run_1/layers.png
Bar = 20 microns.
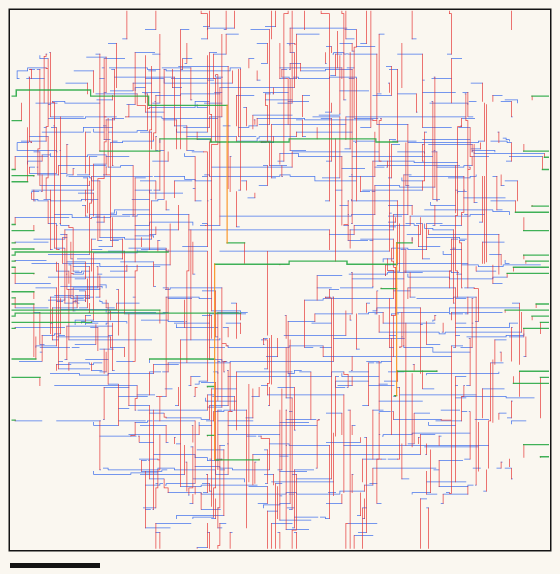
run_1/clock_wires.png
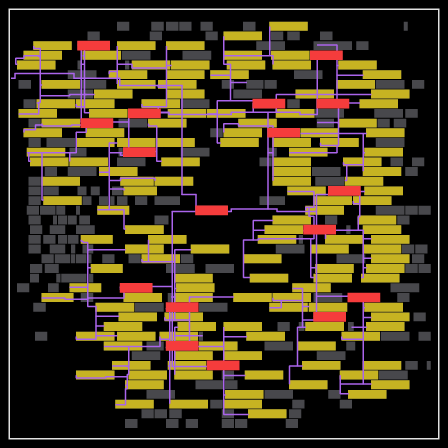
run_1/util_map.png
The die is cut into 12 by 12 equal tiles; dark blue is low, red is high, 0 to 100% covered.
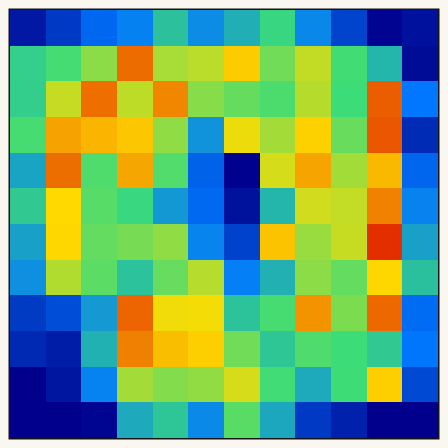
<file path="src/rtl/lu_result_fifo.sv">
// ---------------------------------------------------------------------------
// lu_result_fifo
//
// Purpose:
//   Small first-word-fall-through FIFO that buffers logic-unit results
//   ({answer, opcode}) between the logic unit and its consumer. The FIFO can
//   optionally store a zero flag and a sign flag per entry. Both flags are
//   computed when the entry is pushed.
//
// Configuration macro:
//   LU_RESULT_FLAGS_EN
//     defined   -> per-entry zero/sign flags are stored and driven on
//                  out_zero/out_sign.
//     undefined -> no flag storage is built, and out_zero/out_sign are tied
//                  to 0.
//
// Parameters:
//   DEPTH   number of entries (power of two, >= 2)
//   DATA_W  width of the result word
//
// Ports:
//   clk        in   clock; all state updates on the rising edge
//   rst_n      in   asynchronous active-low reset; discards all entries
//   in_valid   in   upstream presents a result this cycle
//   in_ans     in   result word             [DATA_W]
//   in_opt     in   opcode for the result   [3]
//   in_ready   out  FIFO can accept a push (not full)
//   out_valid  out  head entry is valid (not empty)
//   out_ready  in   consumer takes the head entry this cycle
//   out_ans    out  head result word        [DATA_W]
//   out_opt    out  head opcode             [3]
//   out_zero   out  head result equals zero
//   out_sign   out  head result MSB
//   count      out  number of stored entries [$clog2(DEPTH)+1]
// ---------------------------------------------------------------------------
module lu_result_fifo #(
    parameter int unsigned DEPTH  = 4,
    parameter int unsigned DATA_W = 32
) (
    input  logic                       clk,
    input  logic                       rst_n,
    input  logic                       in_valid,
    input  logic [DATA_W-1:0]          in_ans,
    input  logic [2:0]                 in_opt,
    output logic                       in_ready,
    output logic                       out_valid,
    input  logic                       out_ready,
    output logic [DATA_W-1:0]          out_ans,
    output logic [2:0]                 out_opt,
    output logic                       out_zero,
    output logic                       out_sign,
    output logic [$clog2(DEPTH):0]     count
);

    localparam int unsigned AW = $clog2(DEPTH);
    localparam int unsigned CW = AW + 1;

    localparam logic [CW-1:0] COUNT_FULL  = CW'(DEPTH);
    localparam logic [CW-1:0] COUNT_EMPTY = {CW{1'b0}};
    localparam logic [CW-1:0] COUNT_ONE   = CW'(1);
    localparam logic [AW-1:0] PTR_ONE     = AW'(1);

    // Entry storage. Memory contents are not reset. Only the pointers and
    // the count define which entries are valid.
    logic [DATA_W-1:0] mem_ans_q [DEPTH];
    logic [2:0]        mem_opt_q [DEPTH];

    logic [AW-1:0] wr_ptr_q, wr_ptr_d;
    logic [AW-1:0] rd_ptr_q, rd_ptr_d;
    logic [CW-1:0] count_q,  count_d;

    logic push_s;
    logic pop_s;
    logic full_s;
    logic empty_s;

    // Full/empty come only from the registered count. As a result, a pop in
    // the same cycle never opens a slot for a push on a full FIFO.
    assign full_s    = (count_q == COUNT_FULL);
    assign empty_s   = (count_q == COUNT_EMPTY);
    assign in_ready  = ~full_s;
    assign out_valid = ~empty_s;
    assign push_s    = in_valid  & ~full_s;
    assign pop_s     = out_ready & ~empty_s;
    assign count     = count_q;

    assign out_ans = mem_ans_q[rd_ptr_q];
    assign out_opt = mem_opt_q[rd_ptr_q];

    // Next-state logic for the pointers and the occupancy count.
    always_comb begin
        wr_ptr_d = wr_ptr_q;
        rd_ptr_d = rd_ptr_q;
        count_d  = count_q;

        // The pointers are exactly AW bits wide, and DEPTH is a power of
        // two. The increment therefore wraps DEPTH-1 -> 0 naturally.
        if (push_s) begin
            wr_ptr_d = wr_ptr_q + PTR_ONE;
        end else begin
            wr_ptr_d = wr_ptr_q;
        end

        if (pop_s) begin
            rd_ptr_d = rd_ptr_q + PTR_ONE;
        end else begin
            rd_ptr_d = rd_ptr_q;
        end

        case ({push_s, pop_s})
            2'b10:   count_d = count_q + COUNT_ONE;
            2'b01:   count_d = count_q - COUNT_ONE;
            default: count_d = count_q;
        endcase
    end

    // Pointer and count registers, cleared asynchronously by reset.
    always_ff @(posedge clk or negedge rst_n) begin
        if (!rst_n) begin
            wr_ptr_q <= {AW{1'b0}};
            rd_ptr_q <= {AW{1'b0}};
            count_q  <= {CW{1'b0}};
        end else begin
            wr_ptr_q <= wr_ptr_d;
            rd_ptr_q <= rd_ptr_d;
            count_q  <= count_d;
        end
    end

    // Entry write port. The resident entries stay untouched until the write
    // pointer comes back around to them.
    always_ff @(posedge clk) begin
        if (push_s) begin
            mem_ans_q[wr_ptr_q] <= in_ans;
            mem_opt_q[wr_ptr_q] <= in_opt;
        end
    end

`ifdef LU_RESULT_FLAGS_EN
    // Flag pair is {zero, sign}, derived from the result word.
    function automatic logic [1:0] calc_flags(input logic [DATA_W-1:0] ans);
        logic [1:0] f;
        f[1] = (ans == {DATA_W{1'b0}});
        f[0] = ans[DATA_W-1];
        return f;
    endfunction

    logic [1:0] mem_flags_q [DEPTH];

    // Flag write port. The flags are captured at push time alongside the data.
    always_ff @(posedge clk) begin
        if (push_s) begin
            mem_flags_q[wr_ptr_q] <= calc_flags(in_ans);
        end
    end

    assign out_zero = mem_flags_q[rd_ptr_q][1];
    assign out_sign = mem_flags_q[rd_ptr_q][0];
`else
    assign out_zero = 1'b0;
    assign out_sign = 1'b0;
`endif

endmodule

</file>
<file path="config.mk">
export PLATFORM = sky130hd
export DESIGN_NAME = lu_result_fifo
export DESIGN_NICKNAME = d
export VERILOG_FILES = /design/src/rtl/lu_result_fifo.sv
export SDC_FILE = /design/constraint.sdc
export NUM_CORES = 1
export LEC_CHECK = 0
export ABC_AREA = 0
export CAP_MARGIN = 20
export CORE_MARGIN = 1.5
export CORE_UTILIZATION = 40
export DETAILED_ROUTE_END_ITERATION = 6
export PLACE_DENSITY = 0.65
export SLEW_MARGIN = 20
export SYNTH_ARGS = -nofsm -noshare
export SYNTH_HDL_FRONTEND = slang
export SYNTH_SLANG_ARGS = --single-unit
</file>
<file path="constraint.sdc">
create_clock -name clk -period 2.9 [get_ports clk]
set_clock_uncertainty 0.1 [all_clocks]
set_input_delay 0.58 -clock clk [delete_from_list [all_inputs] [get_ports clk]]
set_output_delay 0.58 -clock clk [all_outputs]
set_load 0.005 [all_outputs]
</file>
==> impl_metrics.env, run 1 <==
# implementation run metrics
export IMPL_ys_cells=223
export IMPL_ys_sh_aoi=0.00182
export IMPL_flops=147
export IMPL_io_buffers=78
export IMPL_synth_cells=223
export IMPL_fin_tns_setup_ns=0
export IMPL_dp_hpwl_microns=5740
export IMPL_inverters=6
export IMPL_clkSlewWorstSetupHoldPaths_ns=0.05
export IMPL_gp_congestion=0.762
export IMPL_total_power_mw=7.30
export IMPL_antenna_left=0
export IMPL_synth_top_cell_area_share=0.766
export IMPL_maxCapViolations=0
export IMPL_comb_area_sq_mm=0.00103
export IMPL_seq_area_frac=0.615
export IMPL_synthAdderAreaFrac=0.0150
export IMPL_cts_tree="done"
export IMPL_edf_count=140
export IMPL_antenna_cells=0
export IMPL_dp_cells=478
export IMPL_wl_met3_microns=500
export IMPL_holdCritPathClass="in -> async"
export IMPL_ctsRootBufferMaster="clkbuf_16"
export IMPL_comb_cells=61
export IMPL_yosysUniqueCellTypes=21
export IMPL_lay_top_count="edfxtp_1"
export IMPL_period_needed_ns=2.76
export IMPL_yosys_area_sq_mm=0.00549
export IMPL_signal_buffer_area_fraction=0.128
export IMPL_cts_max_level=4
export IMPL_cts_hold_buf=0
export IMPL_warnings=29
export IMPL_powerDensity_mw_per_mm2=1020
export IMPL_outcome="completed"
export IMPL_instances_no_fill=510
export IMPL_clock_sinks=147
export IMPL_place_area_sq_mm=0.00656
export IMPL_dp_slack_ns=0.423
export IMPL_row_count=42
export IMPL_drt_iter0_markers=146
export IMPL_cp_data_required_time_ns=2.22
export IMPL_yosysSeqAreaShare=0.798
export IMPL_use_met1=0.177
export IMPL_ys_warn_count=0
export IMPL_topCombFamilyByArea="multiplexers"
export IMPL_period_used=0.952
export IMPL_layout_setup_ws_ns=0.139
export IMPL_largest_reg_flops=128
Notes on layers.png above:
Key: red = M2 [wire length 4760 microns]; green = M3 [wire length 500 microns]; blue = M1 [wire length 4010 microns]; orange = M4 [wire length 108 microns]
routed len/inst: 18.4 microns
Tot GR Track Use: 0.145
Detailed Route WL: 9370 microns
routed via count: 2483

Notes on clock_wires.png above:
Key: yellow = flip-flops [count 147]; red = clock-net drivers [count 17]; purple = clock wires [length 1580 microns]
Position of the flops: widely spread.
clk pwr: 2.02 mW
Clock power frac: 0.276

Notes on util_map.png above:
The mean over all tiles is 48%. The emptiest ninth of the die: bottom left. 19% of the tiles are over 75% full. The densest ninth of the die: right middle. The fullest tile reaches 95%.
fp util: 0.413
final design utilization: 0.536
core area: 0.0133 sq mm

==> run 1: critical path: stages, from the launching register on <==
cell and delay, ns:
dfrtp_2 0.58, buf_4 0.28, mux4_2 0.34, clkdlybuf4s50_1 0.47
==> run 1: worst paths after layout <==
kind / from / endpoint / slack, ns / cells after the start
max in group asynchronous: rst_n / rd_ptr_q[1] / 2.10 / 1
min in group clk: count[2] / count[2] / 0.45 / 1
worst max register to register: count[0] / count[2] / 0.58 / 9
worst max-delay path: rd_ptr_q[1] / out_ans[25] / 0.14 / 3
worst min-delay path: rst_n / wr_ptr_q[0] / 0.34 / 1
worst min register to register: count[2] / count[2] / 0.45 / 1
==> run 1: report_power, final <==
part	internal, mW	switching [mW]
Clock	1.27	0.748
Combinational	1.38	0.920
Sequential	2.82	0.166
==> run 1 -> run 2 <==
==> constraint.sdc (replaced) <==
create_clock -name clk -period 2.9 [get_ports clk]
set_clock_uncertainty 0.1 [all_clocks]
set_input_delay 0.725 -clock clk [delete_from_list [all_inputs] [get_ports clk]]
set_output_delay 0.725 -clock clk [all_outputs]
set_load 0.005 [all_outputs]
==> impl_metrics.env, run 2 <==
# implementation run metrics
export IMPL_maxCapViolations=0
export IMPL_initial_core_util=0.413
export IMPL_cp_arrival_ns=1.97
export IMPL_crit_path_max_incr_delay_ns=0.51
export IMPL_place_area_sq_mm=0.00656
export IMPL_timing_rr_end="count[2]"
export IMPL_edf_count=140
export IMPL_powerDensity_mw_per_mm2=1050
export IMPL_dp_cells=478
export IMPL_period_needed_ns=2.79
export IMPL_whs_path_depth=1
export IMPL_grt_usage=0.146
export IMPL_gp_congestion=0.719
export IMPL_core_area_sq_mm=0.0133
export IMPL_die_size_y_microns=120
export IMPL_period_used=0.963
export IMPL_clkSlewWorstSetupHoldPaths_ns=0.06
export IMPL_dp_slack_ns=0.232
export IMPL_comb_area_sq_mm=0.00103
export IMPL_cts_hold_buf=0
export IMPL_worstSetupEndpoint="out_ans[18]"
export IMPL_vias=2524
export IMPL_drive_gt1_frac=0.254
export IMPL_nFillCells=1045
export IMPL_r2r_slack_ns=0.57
export IMPL_crit_buf_inv=2
export IMPL_drt_iter0_markers=148
export IMPL_first_global_vias=2747
export IMPL_io_buffers=78
export IMPL_clock_sinks=147
export IMPL_antenna_cells=0
export IMPL_critPathMaxFanout=6
export IMPL_crit_chain="buf_6 > mux4_2 > clkdlybuf4s50_1"
export IMPL_warnings=29
export IMPL_viasPerCell=4.90
export IMPL_r2r_start="count[0]"
export IMPL_crit_family="buffers and inverters"
export IMPL_ys_cells=223
export IMPL_cts_max_level=4
export IMPL_rr_worst_depth=9
export IMPL_synth_cells=223
export IMPL_areaGrowthSynthToFinish_pct=32.4
export IMPL_cts_setup_buffers=3
export IMPL_outcome="completed"
export IMPL_holdCritPathClass="reg -> reg"
export IMPL_cp_data_required_time_ns=2.08
export IMPL_path_depth=3
export IMPL_ys_warn_count=0
export IMPL_yosysSeqAreaShare=0.798
export IMPL_yosysUniqueCellTypes=21
export IMPL_wire_per_inst_microns=18.6
export IMPL_hold_viol_final=0
export IMPL_fin_tns_setup_ns=0
export IMPL_yosys_area_sq_mm=0.00549
export IMPL_layout_setup_ws_ns=0.108
export IMPL_row_count=42
export IMPL_largest_reg_flops=128
export IMPL_wl_met3_microns=544
export IMPL_use_met1=0.183
export IMPL_routed_wl_microns=9560
export IMPL_power_leakage_nw=2.52
export IMPL_cts_tree="done"
export IMPL_dp_hpwl_microns=5640
export IMPL_holdPathEnd="count[2]"
export IMPL_total_power_mw=7.60
export IMPL_ctsRootBufferMaster="clkbuf_16"
export IMPL_synth_top_cell_area_share=0.766
export IMPL_slowest_stage="mux4_2"
export IMPL_antenna_left=0
export IMPL_stdcell_area_sq_mm=0.00727
export IMPL_hp_start="count[2]"
## run 2: cell type report
type,count,share of cell area
Clock buffer,18,0.0591
Clock inverter,14,0.0296
Inverter,6,0.00310
Multi-Input combinational cell,61,0.142
Sequential cell,147,0.603
Tap cell,176,0.0303
Timing Repair Buffer,93,0.133
## run 2: logic make-up after synthesis
family          count (synthesis)  synth area share
flops                         147             0.798
other cells                     1          0.000683
buf+inv                        16            0.0150
simple gates                    9            0.0119
compound gates                  1           0.00182
xor+xnor                        6           0.00958
fa+ha+maj                       6            0.0150
mux                            37             0.148
## run 2: power breakdown
part	internal [mW]	switching [mW]	leakage (nW)
sequential	2.82	0.172	1.36
clock	1.59	0.777	0.309
combinational	1.30	0.938	0.844
total	5.71	1.89	2.52
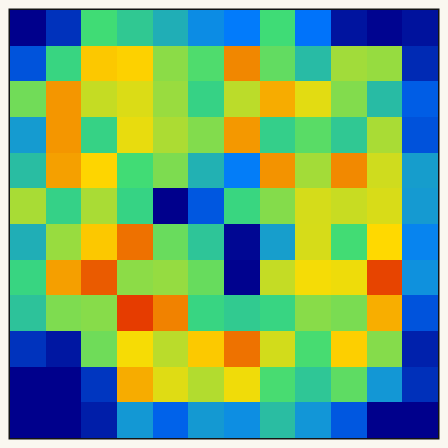
run_2/util_map.png
The die is cut into 12 by 12 equal tiles; dark blue is low, red is high, 0 to 100% covered.
The mean over all tiles is 49%. The fullest tile reaches 93%. 17% of the tiles are over 75% full. 7.6% of the tiles are nearly empty.
final design utilization: 0.546

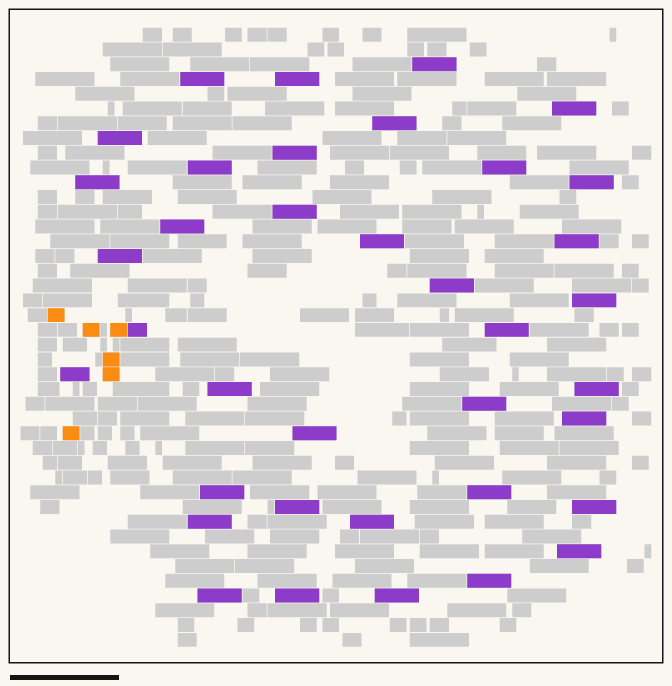
run_2/gates.png
Bar = 20 microns.
Key: purple = mux cells [cells 37, where widely spread]; orange = xor and xnor cells [cells 6, where left middle]
final non-filler cell total: 515
most numerous logic cell after layout: edfxtp_1
fraction of area in multi-input gates: 0.142

==> run 2 -> run 3 <==
--- a/config.mk
+++ b/config.mk
@@ -6,7 +6,7 @@
 export NUM_CORES = 1
 export LEC_CHECK = 0
 export ABC_AREA = 0
-export CAP_MARGIN = 20
+export CAP_MARGIN = 0
 export CORE_MARGIN = 1.5
 export CORE_UTILIZATION = 40
 export DETAILED_ROUTE_END_ITERATION = 6
==> constraint.sdc (replaced) <==
create_clock -name clk -period 2.9 [get_ports clk]
set_clock_uncertainty 0.1 [all_clocks]
set_input_delay 0.725 -clock clk [delete_from_list [all_inputs] [get_ports clk]]
set_output_delay 0.725 -clock clk [all_outputs]
set_load 0.01 [all_outputs]
==> impl_metrics.env, run 3 <==
# implementation run metrics
export IMPL_ys_warn_count=0
export IMPL_stdcell_area_sq_mm=0.00719
export IMPL_path_depth=3
export IMPL_drt_iter0_markers=145
export IMPL_total_power_mw=7.58
export IMPL_io_buffers=78
export IMPL_synth_cells=223
export IMPL_grt_max_degree=23
export IMPL_dp_slack_ns=0.268
export IMPL_antenna_left=0
export IMPL_antenna_cells=0
export IMPL_place_area_sq_mm=0.00655
export IMPL_holdCritPathClass="reg -> reg"
export IMPL_ys_cells=223
export IMPL_dp_hpwl_microns=5960
export IMPL_hp_start="count[2]"
export IMPL_power_leakage_nw=2.49
export IMPL_areaGrowthSynthToFinish_pct=30.9
export IMPL_top_register="mem_ans_q"
export IMPL_crit_chain="buf_8 > mux4_2 > clkdlybuf4s50_1"
export IMPL_lay_top_count="edfxtp_1"
export IMPL_routed_wl_microns=9560
export IMPL_largest_reg_flops=128
export IMPL_crit_family="buffers and inverters"
export IMPL_yosysSeqAreaShare=0.798
export IMPL_period_needed_ns=2.83
export IMPL_yosysUniqueCellTypes=21
export IMPL_synth_top_cell_area_share=0.766
export IMPL_cp_data_required_time_ns=2.08
export IMPL_cts_setup_buffers=2
export IMPL_edf_count=140
export IMPL_dp_cells=481
export IMPL_ctsRootBufferMaster="clkbuf_16"
export IMPL_gp_congestion=0.712
export IMPL_crit_path_max_incr_delay_ns=0.54
export IMPL_cp_arrival_ns=2.01
export IMPL_drive_gt1_frac=0.265
export IMPL_r2r_start="count[0]"
export IMPL_period_used=0.976
export IMPL_instances_no_fill=515
export IMPL_viasPerCell=4.90
export IMPL_core_area_sq_mm=0.0133
export IMPL_whs_path_depth=1
export IMPL_layout_setup_ws_ns=0.0682
export IMPL_routed_wl_met2_microns=4790
export IMPL_initial_core_util=0.413
export IMPL_die_size_y_microns=120
export IMPL_cts_hold_buf=0
export IMPL_grt_busiest_layer="met2"
export IMPL_crit_buf_inv=2
export IMPL_cts_tree="done"
export IMPL_r2r_slack_ns=0.57
export IMPL_hold_viol_final=0
export IMPL_timing_rr_end="count[2]"
export IMPL_outcome="completed"
export IMPL_rr_worst_depth=9
export IMPL_critPathMaxFanout=11
export IMPL_nFillCells=1008
export IMPL_syn_cell_area_sq_mm=0.00549
export IMPL_cts_max_level=4
export IMPL_clkSlewWorstSetupHoldPaths_ns=0.06
export IMPL_cts_resized=28
export IMPL_fin_nets=372
export IMPL_grt_pass1_wl_microns=15000
export IMPL_first_global_vias=2728
export IMPL_maxCapViolations=0
export IMPL_warnings=29
export IMPL_yosys_area_sq_mm=0.00549
export IMPL_clock_sinks=147
export IMPL_holdPathEnd="count[2]"
export IMPL_powerDensity_mw_per_mm2=1050
export IMPL_slowest_stage="mux4_2"
[run 3: final cells by class]
class                   instances  area share
clock buffers                  18      0.0597
clock inverters                13      0.0265
inverters                       6     0.00313
multi-input cells              61       0.143
flip-flops and latches        147       0.610
well taps                     176      0.0306
repair buffers                 94       0.127
[run 3: report_power, final]
part           switching, mW  internal [mW]  leakage (nW)
combinational           1.09           1.26         0.822
clock                  0.763           1.50         0.304
sequential             0.143           2.82          1.36
total                   2.00           5.58          2.49
[run 3: kinds of logic after synthesis]
kind of cell	Yosys count	share of synthesized area
multiplexers	37	0.148
AND/OR/NAND/NOR	9	0.0119
AND-OR/OR-AND	1	0.00182
flip-flops	147	0.798
buffers and inverters	16	0.0150
other	1	0.000683
XOR/XNOR	6	0.00958
adder cells (fa/ha/maj)	6	0.0150
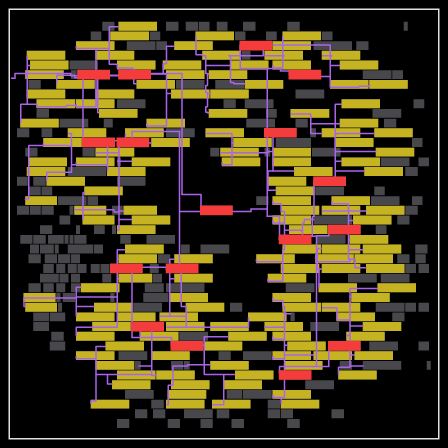
run_3/clock_wires.png
Key: yellow = flip-flops [count 147]; red = clock-net drivers [count 17]; purple = clock wires [length 1550 microns]
There are 18 routed clock nets. Position of the flops: widely spread.
clk pwr: 2.27 mW
Late-Pin Clk Latency: 0.41 ns
Clock power frac: 0.299

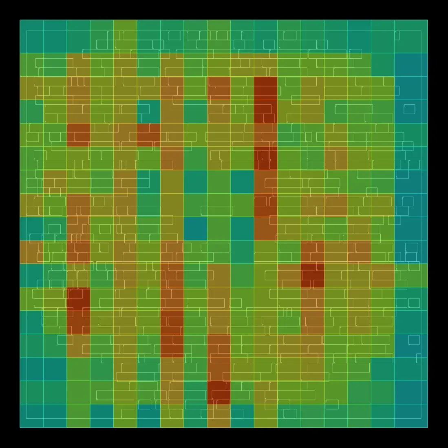
run_3/congestion_map.png
final design utilization: 0.540
routed len/inst: 18.6 microns
met1 Track Usage GR: 0.184
Tot GR Track Use: 0.146

No activity file was given, so power comes from the tool's default toggle rates.
